## src/rtl/clk_source_if.sv

```systemverilog
// Control and status bundle for the clock source: the requester drives the
// enable and divisor load, the clock source reports its generated clock and status.
interface clk_source_if #(
  parameter int DIV_W = 8,
  parameter int CNT_W = 16
);
  logic             en;
  logic [DIV_W-1:0] div;
  logic             div_load;
  logic             clk_out;
  logic             active;
  logic             load_ack;
  logic [CNT_W-1:0] rise_cnt;

  modport master (
    output en, div, div_load,
    input  clk_out, active, load_ack, rise_cnt
  );

  modport slave (
    input  en, div, div_load,
    output clk_out, active, load_ack, rise_cnt
  );
endinterface

```

## src/rtl/clk_source.sv

```systemverilog
// Programmable clock generator: clk_out has a half-period of div_eff clk
// cycles. A stop request never truncates a high phase, and a divisor change
// made while running waits for the next clk_out toggle so that the
// half-period in progress finishes at the old length.
module clk_source #(
  parameter int DIV_W = 8,
  parameter int CNT_W = 16
) (
  input logic         clk,
  input logic         rst_n,
  clk_source_if.slave bus
);

  typedef enum logic [1:0] {IDLE, RUN, STOP} state_t;

  state_t           state;
  logic [DIV_W-1:0] cnt;
  logic [DIV_W-1:0] div_reg;
  logic [DIV_W-1:0] pend_val;
  logic             pend;
  logic             clk_q;
  logic             ack_q;
  logic             active_q;
  logic [CNT_W-1:0] rise_q;
  logic [DIV_W-1:0] div_eff;
  logic             terminal;

  // Zero divisor behaves as one; terminal marks the last cycle of a half-period.
  always_comb begin
    div_eff  = (div_reg == '0) ? DIV_W'(1) : div_reg;
    terminal = (cnt == (div_eff - DIV_W'(1)));
  end

  // Main state machine: phase counting, clk_out toggling, divisor loading, edge count.
  always_ff @(posedge clk or negedge rst_n) begin
    if (!rst_n) begin
      state    <= IDLE;
      cnt      <= '0;
      div_reg  <= DIV_W'(1);
      pend_val <= '0;
      pend     <= 1'b0;
      clk_q    <= 1'b0;
      ack_q    <= 1'b0;
      active_q <= 1'b0;
      rise_q   <= '0;
    end else begin
      ack_q <= 1'b0;
      case (state)
        IDLE: begin
          cnt   <= '0;
          clk_q <= 1'b0;
          // A fresh load wins over one left pending when the clock stopped.
          if (bus.div_load || pend) begin
            div_reg <= bus.div_load ? bus.div : pend_val;
            ack_q   <= 1'b1;
            pend    <= 1'b0;
          end
          if (bus.en) begin
            state    <= RUN;
            active_q <= 1'b1;
          end
        end

        RUN, STOP: begin
          if (!bus.en && !clk_q) begin
            // Stopping in the low phase: quit at once, no partial pulse.
            state    <= IDLE;
            active_q <= 1'b0;
            cnt      <= '0;
          end else begin
            if (terminal) begin
              cnt   <= '0;
              clk_q <= ~clk_q;
              if (!clk_q) begin
                rise_q <= rise_q + 1'b1;
              end
              if (pend) begin
                div_reg <= pend_val;
                ack_q   <= 1'b1;
                pend    <= 1'b0;
              end
            end else begin
              cnt <= cnt + 1'b1;
            end

            if (bus.en) begin
              state    <= RUN;
              active_q <= 1'b1;
            end else if (terminal) begin
              // Only reachable with clk_out high, so this is the falling toggle.
              state    <= IDLE;
              active_q <= 1'b0;
            end else begin
              state    <= STOP;
              active_q <= 1'b1;
            end
          end
          // Loads while running are deferred; a later one overwrites an earlier one.
          if (bus.div_load) begin
            pend     <= 1'b1;
            pend_val <= bus.div;
          end
        end

        default: begin
          state    <= IDLE;
          active_q <= 1'b0;
          cnt      <= '0;
          clk_q    <= 1'b0;
        end
      endcase
    end
  end

  assign bus.clk_out  = clk_q;
  assign bus.active   = active_q;
  assign bus.load_ack = ack_q;
  assign bus.rise_cnt = rise_q;

endmodule

```

## src/flat_wrapper.sv

```systemverilog
// flat-port wrapper written by rule: the top's interface ports become plain ports
module clk_source_flat 
#(
  parameter int DIV_W = 8,
  parameter int CNT_W = 16
)
  (clk, rst_n, bus_en, bus_div, bus_div_load, bus_clk_out, bus_active, bus_load_ack, bus_rise_cnt);
  clk_source_if #(.DIV_W(DIV_W), .CNT_W(CNT_W)) bus_i ();
  input logic clk;
  input logic rst_n;
  input wire logic [$bits(bus_i.en)-1:0] bus_en;
  input wire logic [$bits(bus_i.div)-1:0] bus_div;
  input wire logic [$bits(bus_i.div_load)-1:0] bus_div_load;
  output wire logic [$bits(bus_i.clk_out)-1:0] bus_clk_out;
  output wire logic [$bits(bus_i.active)-1:0] bus_active;
  output wire logic [$bits(bus_i.load_ack)-1:0] bus_load_ack;
  output wire logic [$bits(bus_i.rise_cnt)-1:0] bus_rise_cnt;
  assign bus_i.en = bus_en;
  assign bus_i.div = bus_div;
  assign bus_i.div_load = bus_div_load;
  assign bus_clk_out = bus_i.clk_out;
  assign bus_active = bus_i.active;
  assign bus_load_ack = bus_i.load_ack;
  assign bus_rise_cnt = bus_i.rise_cnt;
  clk_source #(.DIV_W(DIV_W), .CNT_W(CNT_W)) u_core (.clk(clk), .rst_n(rst_n), .bus(bus_i));
endmodule
```

## config.mk

```make
export PLATFORM = sky130hd
export DESIGN_NAME = clk_source_flat
export DESIGN_NICKNAME = d
export VERILOG_FILES = /design/src/rtl/clk_source_if.sv /design/src/rtl/clk_source.sv /design/src/flat_wrapper.sv
export SDC_FILE = /design/constraint.sdc
export NUM_CORES = 1
export LEC_CHECK = 0
export CAP_MARGIN = 0
export CORE_ASPECT_RATIO = 0.6
export CORE_MARGIN = 2
export CORE_UTILIZATION = 55
export CTS_CLUSTER_DIAMETER = 120
export DETAILED_ROUTE_END_ITERATION = 6
export GPL_TIMING_DRIVEN = 0
export PLACE_DENSITY = 0.79
export SLEW_MARGIN = 20
export SYNTH_ARGS = -nofsm -noshare
export SYNTH_HDL_FRONTEND = slang
export SYNTH_SLANG_ARGS = --single-unit
```

## constraint.sdc

```tcl
create_clock -name clk -period 3.9 [get_ports clk]
set_input_delay 0.78 -clock clk [delete_from_list [all_inputs] [get_ports clk]]
set_output_delay 0.78 -clock clk [all_outputs]
set_load 0.05 [all_outputs]
```

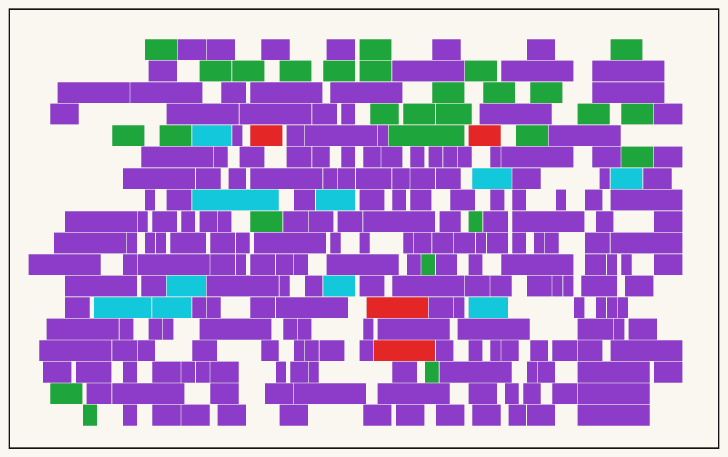
Fig. 1. Drive-strength map.
_6 and larger: shown in cyan, cells 10, share 3.9%. _2 cells: shown in green, cells 28, share 11%. _0 and _1 cells: shown in purple, cells 216, share 84%. _3 and _4 cells: shown in red, cells 4, share 1.6%.

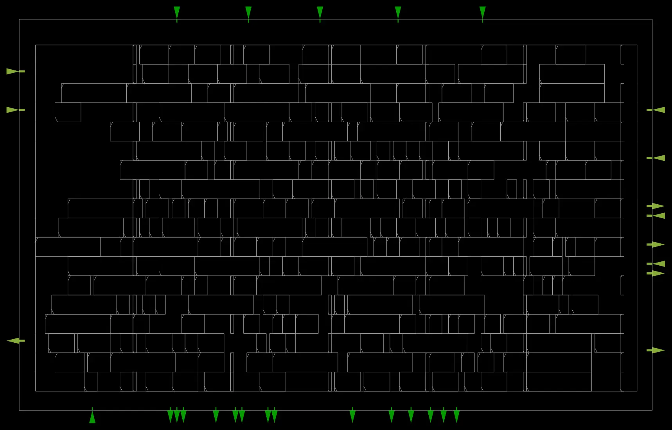
Fig. 2. Placed standard cells.
tapcell count: 60
Final Core Density: 0.701
placement row count: 18

==> summary.txt <==
Summary of implementation figures.

Logic synthesis
The Yosys warning count is 0. The dominant register cell is sky130_fd_sc_hd__dfrtp_1. In the post-synthesis netlist, the biggest area contributors are sky130_fd_sc_hd__dfrtp_1 (47%), sky130_fd_sc_hd__mux2_2 (9.8%), sky130_fd_sc_hd__xor2_1 (8.3%), sky130_fd_sc_hd__nand3_1 (2.7%), sky130_fd_sc_hd__ha_1 (2.6%). Yosys reported that registers with async set or reset make up 1.00.

The top cell type by total area after synthesis is sky130_fd_sc_hd__dfrtp_1. The synthesized net count is 236. In the Yosys report the total cell count is 219.

The number of enable flip-flop cells is 0. The share of the synthesized area in the top cell type is 0.466. The synthesized instance count is 219. Counting instances in the post-synthesis netlist gives the leading cell types as sky130_fd_sc_hd__dfrtp_1 (45), sky130_fd_sc_hd__xor2_1 (23), sky130_fd_sc_hd__mux2_2 (21). The part of the Yosys area used for sequential elements is 0.477. After synthesis, the mean cell area works out to 11.0 um^2. Counting flops and latches in the post-synthesis netlist gives 46. The cell with the most instances after synthesis is sky130_fd_sc_hd__dfrtp_1.

The summed standard-cell area reported by yosys is 2410 um^2.

STA
The time the final worst path needs with I/O delays and setup is 3.43 ns. The count of final setup violators is 0. Checking max transition, the worst relative margin is 0.547.

Setup repair after global routing left no endpoint under its margin. For reference, the final report shows the hold violation count at 0. The clock arrives with 0.0141 ns of skew.

The final worst-path setup slack is 0.472 ns. The worst-margin pin slew is 0.675 ns. The hold slack is 0.431 ns.

Worst setup path
The critical path's slowest cell is sky130_fd_sc_hd__or4_4. The worst setup path is launched from a flop. The largest fanout on the critical path is 7. The maximum single-stage delay on the critical path is 0.58 ns. Looking at the setup timing report, the critical path kind is flop to flop. The worst reg2reg path depth is 10. The endpoint kind of the worst setup timing path is a flop.

Placement
Per the gpl log, the routability congestion estimate is 0.832. After detailed placement, the design holds a cell count of 310. Per the placement log, port buffering inserted 30 buffers. The worst setup slack after placement is 0.526 ns.

Pwr
Per the summary, power density relative to cell area is 531 nW/um^2. The final power report lists total power as 1.55 mW. The leakage component of the power is 1.31 nW. In this run the VDD rail shows a maximum IR drop of 0.000266 V.

Clock tree
Per the post-CTS timing run, clock transition at the registers of the reported paths is 0.09 ns. TritonCTS built the clock tree. The number of post-CTS setup repair buffers is 0. The number of levels the H-tree was split into is 2. In this run the deepest clock path goes through 2 buffers. The clock tree root driver cell is sky130_fd_sc_hd__clkbuf_8. The later pin in the worst-skew pair is clocked with a latency of 0.31 ns. The number of clock sinks is 46.

For this design, the CTS-stage hold fixing added 0 buffers.

Die
The region available for standard cell placement spans 4170 um^2. The die width is 89.5 um. Per the OpenROAD floorplan log, the height of the die is 55.3 um. The number of I/O pins is 31. The floorplan die area is 4950 um^2.

Route
The number of routed nets with antenna violations is 0. The remaining routing DRC violations is 0. The routed wire length per instance is 15.2 um. The total detailed-routing wirelength is 4.83 mm. The detailed router finished its first iteration with 131 violations.

Detailed routing inserted a total of 1748 vias. For this run, the detailed router reports a per-instance via density of 5.50. The first-pass iteration count of the detailed router is 4.

Global route
The via count of the first global-routing pass is 1628. The first global-routing pass estimated 8.03 mm of wire. The global route total overflow is 0. The number of antenna violations at the first check in global routing is 0. The overall fraction of global-route tracks in use is 0.210. The maximum number of pins on one net before global-route repair is 27.

Outcome
The flow ran to the end, and the final reports show no timing, DRC or antenna violations.

Cells and area
The number of antenna diodes is 0. The flip-flop count of the largest register after layout is 16. The layout overhead on the synthesized area is 21.0%. The share of final-layout standard cells stronger than drive strength 1 is 0.163. At the end of the flow, the number of nets in the layout was 274.

Run
The count of tool warnings is 27. The report counts max-capacitance violations totalling 0.

Worst hold path
Checking hold timing, the worst path is listed with class primary input to async pin.
per-layer routing:
metal | share of wire | GRT usage
met3 | 0.046 | 0.0508
met1 | 0.53 | 0.347
met2 | 0.41 | 0.271
met4 | 0.010 | 0.0490
met5 | 0 | 0
layout make-up:
class | instances | area [um^2]
plain buffers | 8 | 48.8
multi-input cells | 155 | 1180
flip-flops and latches | 46 | 1150
fillers | 309 | 1240
inverters | 10 | 37.5
clock inverters | 1 | 30.0
repair buffers | 31 | 315
well taps | 60 | 75.1
clock buffers | 7 | 86.3
worst paths after layout:
kind,slack [ns],from,to
worst max-delay path,0.47,u_core.div_reg[4]$_DFFE_PN0P_,u_core.bus.rise_cnt[1]$_DFFE_PN0P_
max in group asynchronous,2.88,rst_n,u_core.div_reg[0]$_DFFE_PN1P_
min in group clk,0.49,u_core.bus.rise_cnt[15]$_DFFE_PN0P_,u_core.bus.rise_cnt[15]$_DFFE_PN0P_
worst min-delay path,0.43,rst_n,u_core.bus.rise_cnt[7]$_DFFE_PN0P_
worst min register to register,0.49,u_core.bus.rise_cnt[15]$_DFFE_PN0P_,u_core.bus.rise_cnt[15]$_DFFE_PN0P_
worst max register to register,0.47,u_core.div_reg[4]$_DFFE_PN0P_,u_core.bus.rise_cnt[1]$_DFFE_PN0P_
worst max-delay path: cells and delay by family (launching register included):
kind            cells  cell delay [ns]
compound gates      1             0.24
xor+xnor            1             0.18
simple gates        5             1.64
buf+inv             1             0.19
flops               1             0.47
mux                 1             0.37
fa+ha+maj           1             0.22
kinds of logic (layout without fill, tap and decap cells):
logic type	Yosys count	after routing	share of synthesized area
AND/OR/NAND/NOR	73	73	0.177
XOR/XNOR	29	29	0.105
AND-OR/OR-AND	23	23	0.0648
flip-flops	46	46	0.477
buffers and inverters	18	57	0.0358
multiplexers	25	25	0.115
adder cells (fa/ha/maj)	5	5	0.0259
placed cells by master, fill, tap and decap left out, types with 3 or more instances in the layout:
cell type,n
sky130_fd_sc_hd__dfrtp_1,45
sky130_fd_sc_hd__clkdlybuf4s50_1,29
sky130_fd_sc_hd__xor2_1,23
sky130_fd_sc_hd__mux2_2,21
sky130_fd_sc_hd__nand3_1,13
sky130_fd_sc_hd__nor2_1,11
sky130_fd_sc_hd__inv_1,10
sky130_fd_sc_hd__nor3_1,10
sky130_fd_sc_hd__nand2_1,9
sky130_fd_sc_hd__nor4_1,7
sky130_fd_sc_hd__xnor2_1,6
sky130_fd_sc_hd__and3_1,6
sky130_fd_sc_hd__o21ai_0,6
sky130_fd_sc_hd__clkbuf_8,6
sky130_fd_sc_hd__ha_1,5
sky130_fd_sc_hd__buf_2,4
sky130_fd_sc_hd__mux2i_1,4
sky130_fd_sc_hd__a21oi_1,3
sky130_fd_sc_hd__nand4_1,3
sky130_fd_sc_hd__clkbuf_1,3
power breakdown:
| group | total [mW] | switching, mW | internal (mW) | leakage, nW |
|---|---|---|---|---|
| sequential | 0.659 | 0.0908 | 0.568 | 0.592 |
| clock | 0.367 | 0.158 | 0.209 | 0.0585 |
| combinational | 0.525 | 0.283 | 0.242 | 0.661 |
Power is estimated from default activity; no workload was simulated.
